**config.mk**
```make
export PLATFORM = sky130hd
export DESIGN_NAME = score_keeper
export DESIGN_NICKNAME = d
export VERILOG_FILES = /design/src/rtl/score_pkg.sv /design/src/rtl/score_keeper_bcd_digit_add.sv /design/src/rtl/score_keeper.sv
export SDC_FILE = /design/constraint.sdc
export NUM_CORES = 1
export LEC_CHECK = 0
export CAP_MARGIN = 5
export CELL_PAD_IN_SITES_DETAIL_PLACEMENT = 2
export CELL_PAD_IN_SITES_GLOBAL_PLACEMENT = 2
export CORE_MARGIN = 2
export CORE_UTILIZATION = 32
export CTS_CLUSTER_SIZE = 25
export DETAILED_ROUTE_END_ITERATION = 8
export HOLD_SLACK_MARGIN = 0.06
export PLACE_DENSITY = 0.9
export SLEW_MARGIN = 20
export SYNTH_ARGS = -nofsm -noshare
export SYNTH_HDL_FRONTEND = slang
export SYNTH_SLANG_ARGS = --single-unit
```
**constraint.sdc**
```tcl
create_clock -name clk -period 5.9 [get_ports clk]
set_input_delay 1.18 -clock clk [delete_from_list [all_inputs] [get_ports clk]]
set_output_delay 1.18 -clock clk [all_outputs]
set_load 0.02 [all_outputs]
```
**src/rtl/score_pkg.sv**
```systemverilog
// score_pkg: shared types and constants for the snake-game score keeper.
// It holds the game FSM state encodings, the active-low 7-segment glyphs and
// the nibble-to-glyph decoder.
package score_pkg;

  typedef enum logic [1:0] {
    GS_PLAY    = 2'b00,
    GS_PAUSE   = 2'b01,
    GS_RESTART = 2'b10,
    GS_OVER    = 2'b11
  } game_state_e;

  // Active-low segments {dp,g,f,e,d,c,b,a}. dp is always off (1).
  localparam logic [7:0] SEG_0     = 8'hC0;
  localparam logic [7:0] SEG_1     = 8'hF9;
  localparam logic [7:0] SEG_2     = 8'hA4;
  localparam logic [7:0] SEG_3     = 8'hB0;
  localparam logic [7:0] SEG_4     = 8'h99;
  localparam logic [7:0] SEG_5     = 8'h92;
  localparam logic [7:0] SEG_6     = 8'h82;
  localparam logic [7:0] SEG_7     = 8'hF8;
  localparam logic [7:0] SEG_8     = 8'h80;
  localparam logic [7:0] SEG_9     = 8'h90;
  localparam logic [7:0] SEG_DASH  = 8'hBF;
  localparam logic [7:0] SEG_BLANK = 8'hFF;

  // Map a nibble to its glyph. Non-BCD values (10-15) show a dash.
  function automatic logic [7:0] seg_decode(input logic [3:0] nib);
    case (nib)
      4'd0:    return SEG_0;
      4'd1:    return SEG_1;
      4'd2:    return SEG_2;
      4'd3:    return SEG_3;
      4'd4:    return SEG_4;
      4'd5:    return SEG_5;
      4'd6:    return SEG_6;
      4'd7:    return SEG_7;
      4'd8:    return SEG_8;
      4'd9:    return SEG_9;
      default: return SEG_DASH;
    endcase
  endfunction

endpackage

```
**src/rtl/score_keeper_bcd_digit_add.sv**
```systemverilog
// bcd_digit_add: one decimal digit of a ripple BCD adder.
// It computes a + b + cin and applies the +6 correction when the binary sum exceeds 9.
module bcd_digit_add (
  input  logic [3:0] a,
  input  logic [3:0] b,
  input  logic       cin,
  output logic [3:0] sum,
  output logic       cout
);

  logic [4:0] raw;

  // Binary add, then fold results above 9 back into a single decimal digit.
  always_comb begin
    raw  = 5'(a) + 5'(b) + 5'(cin);
    sum  = raw[3:0];
    cout = 1'b0;
    if (raw > 5'd9) begin
      sum  = 4'(raw + 5'd6);
      cout = 1'b1;
    end
  end

endmodule

```
**src/rtl/score_keeper.sv**
```systemverilog
// score_keeper: BCD score counter with saturation and a multiplexed 7-seg driver.
// Optional macro SCORE_HISCORE_EN adds the session high score, new_record and show_hi.
// Without that macro, hi_score_bcd and new_record are tied to 0 and show_hi is ignored.
module score_keeper
  import score_pkg::*;
#(
  parameter int DIGITS   = 4,
  parameter int POINTS   = 1,
  parameter int SCAN_DIV = 17,
  parameter int BLANK_LZ = 1
) (
  input  logic                  clk,
  input  logic                  rst,
  input  logic [1:0]            game_state,
  input  logic                  get_food,
  input  logic                  show_hi,
  output logic [4*DIGITS-1:0]   score_bcd,
  output logic [4*DIGITS-1:0]   hi_score_bcd,
  output logic                  new_record,
  output logic [DIGITS-1:0]     an,
  output logic [7:0]            seg
);

  localparam int                  IDX_W      = (DIGITS > 1) ? $clog2(DIGITS) : 1;
  localparam logic [3:0]          POINTS_NIB = 4'(POINTS);
  localparam logic [4*DIGITS-1:0] SCORE_MAX  = {DIGITS{4'h9}};

  game_state_e          gs;
  logic                 food_q;
  logic                 accept;
  logic [4*DIGITS-1:0]  score_q, score_d;
  logic [4*DIGITS-1:0]  sum_bcd;
  logic [DIGITS:0]      carry;
  logic [4*DIGITS-1:0]  hi_q;
  logic                 nr_q;
  logic [SCAN_DIV-1:0]  presc_q;
  logic [IDX_W-1:0]     idx_q;
  logic [4*DIGITS-1:0]  disp_val;
  logic [3:0]           nib;
  logic                 blank;

  assign gs     = game_state_e'(game_state);
  assign accept = get_food & ~food_q & (gs == GS_PLAY);

  // Ripple BCD adder: POINTS enters digit 0 and decimal carries run across every digit.
  assign carry[0] = 1'b0;
  for (genvar g = 0; g < DIGITS; g++) begin : g_add
    bcd_digit_add u_add (
      .a    (score_q[4*g +: 4]),
      .b    ((g == 0) ? POINTS_NIB : 4'd0),
      .cin  (carry[g]),
      .sum  (sum_bcd[4*g +: 4]),
      .cout (carry[g+1])
    );
  end

  // Next score: clearing wins, accepted food adds points and saturates at all nines.
  always_comb begin
    // NOTE: every always_comb output gets a default first so no path can infer a latch.
    score_d = score_q;
    if (gs == GS_RESTART) begin
      score_d = '0;
    end else if (accept) begin
      score_d = carry[DIGITS] ? SCORE_MAX : sum_bcd;
    end
  end

  // Score and food edge-detect registers.
  always_ff @(posedge clk or posedge rst) begin
    // NOTE: state uses non-blocking assignments so every register samples pre-edge values.
    if (rst) begin
      score_q <= '0;
      food_q  <= 1'b0;
    end else begin
      score_q <= score_d;
      food_q  <= get_food;
    end
  end

`ifdef SCORE_HISCORE_EN
  logic [4*DIGITS-1:0] hi_d;
  logic                nr_d;

  // High-score tracking: packed BCD with legal digits orders like an unsigned binary value.
  always_comb begin
    hi_d = hi_q;
    nr_d = nr_q;
    if (score_q > hi_q) begin
      hi_d = score_q;
      nr_d = 1'b1;
    end
    if (gs == GS_RESTART) begin
      nr_d = 1'b0;
    end
  end

  // High score and record flag; only rst clears the high score.
  always_ff @(posedge clk or posedge rst) begin
    if (rst) begin
      hi_q <= '0;
      nr_q <= 1'b0;
    end else begin
      hi_q <= hi_d;
      nr_q <= nr_d;
    end
  end

  assign disp_val = show_hi ? hi_q : score_q;
`else
  logic unused_show_hi;

  assign unused_show_hi = show_hi;
  assign hi_q           = '0;
  assign nr_q           = 1'b0;
  assign disp_val       = score_q;
`endif

  // Scan prescaler and digit index; the index advances each time the prescaler wraps.
  always_ff @(posedge clk or posedge rst) begin
    if (rst) begin
      presc_q <= '0;
      idx_q   <= '0;
    end else begin
      presc_q <= presc_q + 1'b1;
      if (&presc_q) begin
        idx_q <= (idx_q == IDX_W'(DIGITS - 1)) ? '0 : idx_q + 1'b1;
      end
    end
  end

  // Pick the scanned nibble and blank it when it is a leading zero.
  always_comb begin
    nib   = disp_val[4*idx_q +: 4];
    blank = (BLANK_LZ != 0) && (idx_q != '0) && ((disp_val >> (4*idx_q)) == '0);
    seg   = blank ? SEG_BLANK : seg_decode(nib);
  end

  assign an           = ~(DIGITS'(1) << idx_q);
  assign score_bcd    = score_q;
  assign hi_score_bcd = hi_q;
  assign new_record   = nr_q;

endmodule

```
Supply network:
Pins as bars on the die edge.
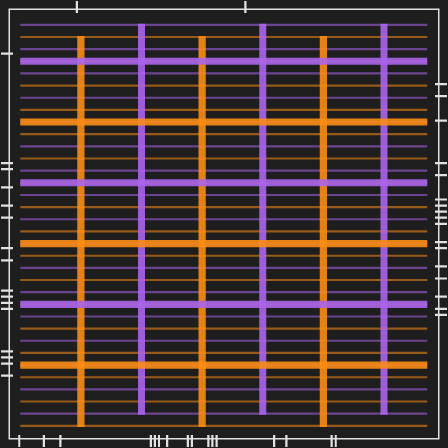
| net | colour |
|---|---|
| VSS | orange |
| VDD | purple |
rows: 33
met5 straps: 6
die width: 95.8 um
worst vdd ir: 0.105 mV
die height: 95.8 um
core area: 0.00818 mm^2

Selected gate families:
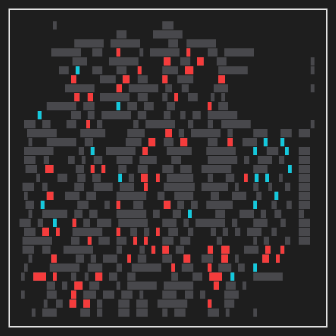
| family | colour | cells | most used |
|---|---|---|---|
| inv cells | cyan | 19 | inv_1 |
| nand cells | red | 63 | nand2_1 |
logic share of the area: 50.7%
Finished Layout Cells: 452

Sequential cells grouped by signal name:
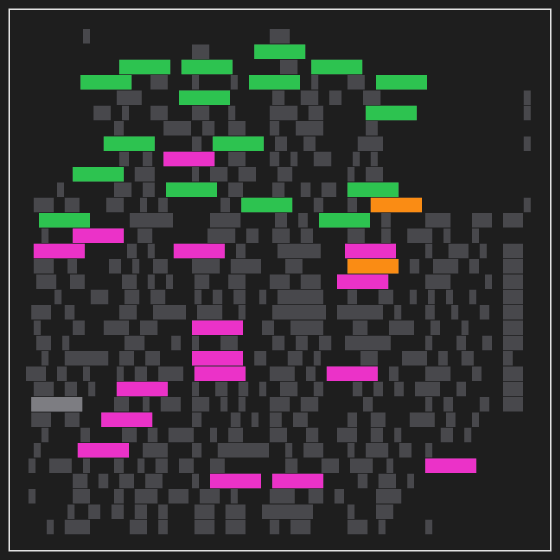
| name in the netlist | colour | sequential cells |
|---|---|---|
| idx_q | orange | 2 |
| score_bcd | magenta | 16 |
| presc_q | green | 17 |
not coloured: 1

==> reports/qor.yml <==
placed_design:
  dp_cells: 443
critical_path:
  startpoint: "score_bcd[0]$_DFFE_PP0P_"
  rrSetupSlack_ns: 0.15
  critPathKind: "reg2reg"
power:
  power-top-group: "sequential cells"
  p_clk_share_pct: 35.2
  cellPowerDensity_mw_per_mm2: 153
  power.share.sequential_pct: 49.3
cells_and_area:
  n_fill_cell: 894
  layout-drive-gt1-share_pct: 14.4
  area_growth_pct: 24.3
flow_run:
  maxCapViolations: 0
  warning_count: 37
logic_synthesis:
  mux_area_share_pct: 4.69
  ys.flop_type: "dfrtp_1"
  ys_sh_simple_pct: 20.6
  synth_flop_count: 36
  top_area_cell: "dfrtp_1"
  syn_inst: 300
  ys_async_sr_fraction_pct: 100
  ys_sh_xor_pct: 7.15
  yosys.area_share.aoi_pct: 14.4
  synth_seq_share_pct: 33.4
drt:
  drtIter0Drc: 149
  via_per_inst: 5.42
min_path:
  hold_depth: 1
clock_tree:
  cts_tree: "yes"
  clockRootBuffer: "clkbuf_8"
  clk_path_buf_depth: 2
global_routing:
  grt_pass1_wl_um: 14000
  overflow: 0
sta:
  post-route-worst-setup-slack_ns: 0.153
  finalHoldViolations: 0
  fin_crit_ns: 5.75
die:
  rows: 33
outcome:
  status: "finished, final reports clean"
Clock wiring as the flow saved it:
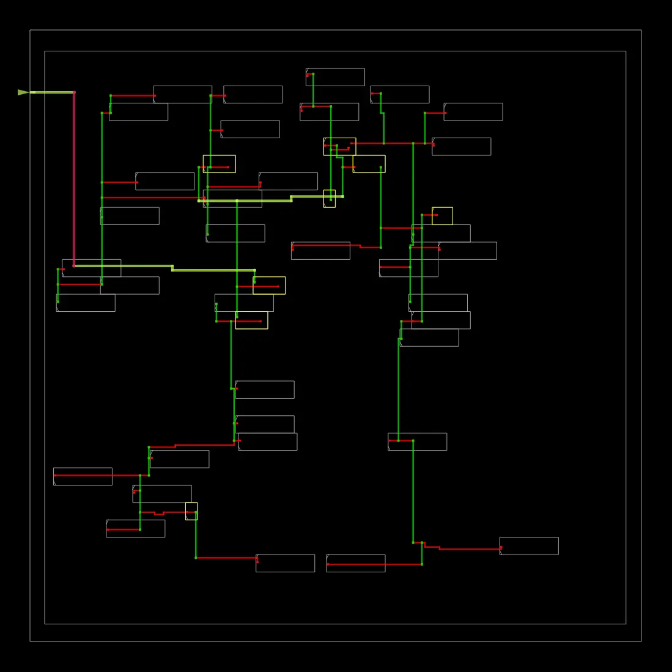
Final Skew: 0.00973 ns
power in the clock group: 0.181 mW

M1 wires:
Supply wires on this layer in grey.
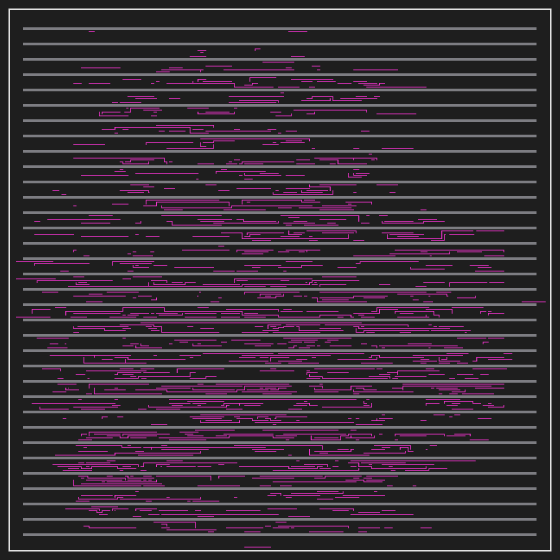
nets with wire on the layer: 321
share of all routed wire: 42%
vias: 2451
grt met1 use: 24.5%

[registers in the layout, summed over array words and instances, names as in the netlist]
register and count:
idx_q 2, presc_q 17, score_bcd 16, food_q 1
[area by class of cell]
cell class                      instances  share of cell area (%)
Clock buffer                            5                    2.05
Clock inverter                          3                   0.560
Multi-Input combinational cell        233                    50.7
Sequential cell                        36                    26.9
Timing Repair Buffer                   51                    13.7
Tap cell                              105                    3.92
Inverter                               19                    2.13
[worst max-delay path, cell delays in order (launching register included)]
cell and delay (ns):
dfrtp_1 0.44, ha_1 0.27, nand2b_1 0.22, and2_1 0.17
ha_1 0.18, and2b_2 0.21, o21ai_2 0.18, a22oi_4 0.09
ha_2 0.24, ha_4 0.24, nand2b_1 0.19, a31oi_2 0.31
a21oi_4 0.08, ha_4 0.19, ha_1 0.36, o21ai_0 0.14
or2_1 0.27, a21oi_2 0.17, ha_1 0.21, ha_1 0.28
nand2b_1 0.20, a31oi_4 0.25, o31ai_4 0.14, or4b_1 0.55
nand3_1 0.09
[cells in the final DEF (no fill, tap or decap), drive strengths merged, types with 3 or more instances in the layout]
cell type	Yosys	layout
clkbuf	6	5
a22o	4	4
nor3	6	6
nand4	5	5
ha	22	22
nor4	3	3
mux4	4	4
nand2b	12	12
dfrtp	36	36
clkinv	0	3
clkdlybuf4s50	0	31
inv	19	19
a21oi	15	15
xnor2	19	19
or2	3	3
o21ai	27	27
nand3b	4	4
nand2	28	28
a31oi	5	5
xor2	3	3
conb	2	18
nor2	13	13
and3	3	3
buf	22	20
nand3	12	12
[per-layer routing]
layer	vias up	part of all wire, %	global-route usage (%)
met3	12	5.0	3.29
met1	1243	42	24.5
met4	0	1.6	6.67
met5	-	0	0
met2	91	51	35.4
li1	1105	-	-
Power figures rest on the tool's default switching activity, not on a simulated workload.
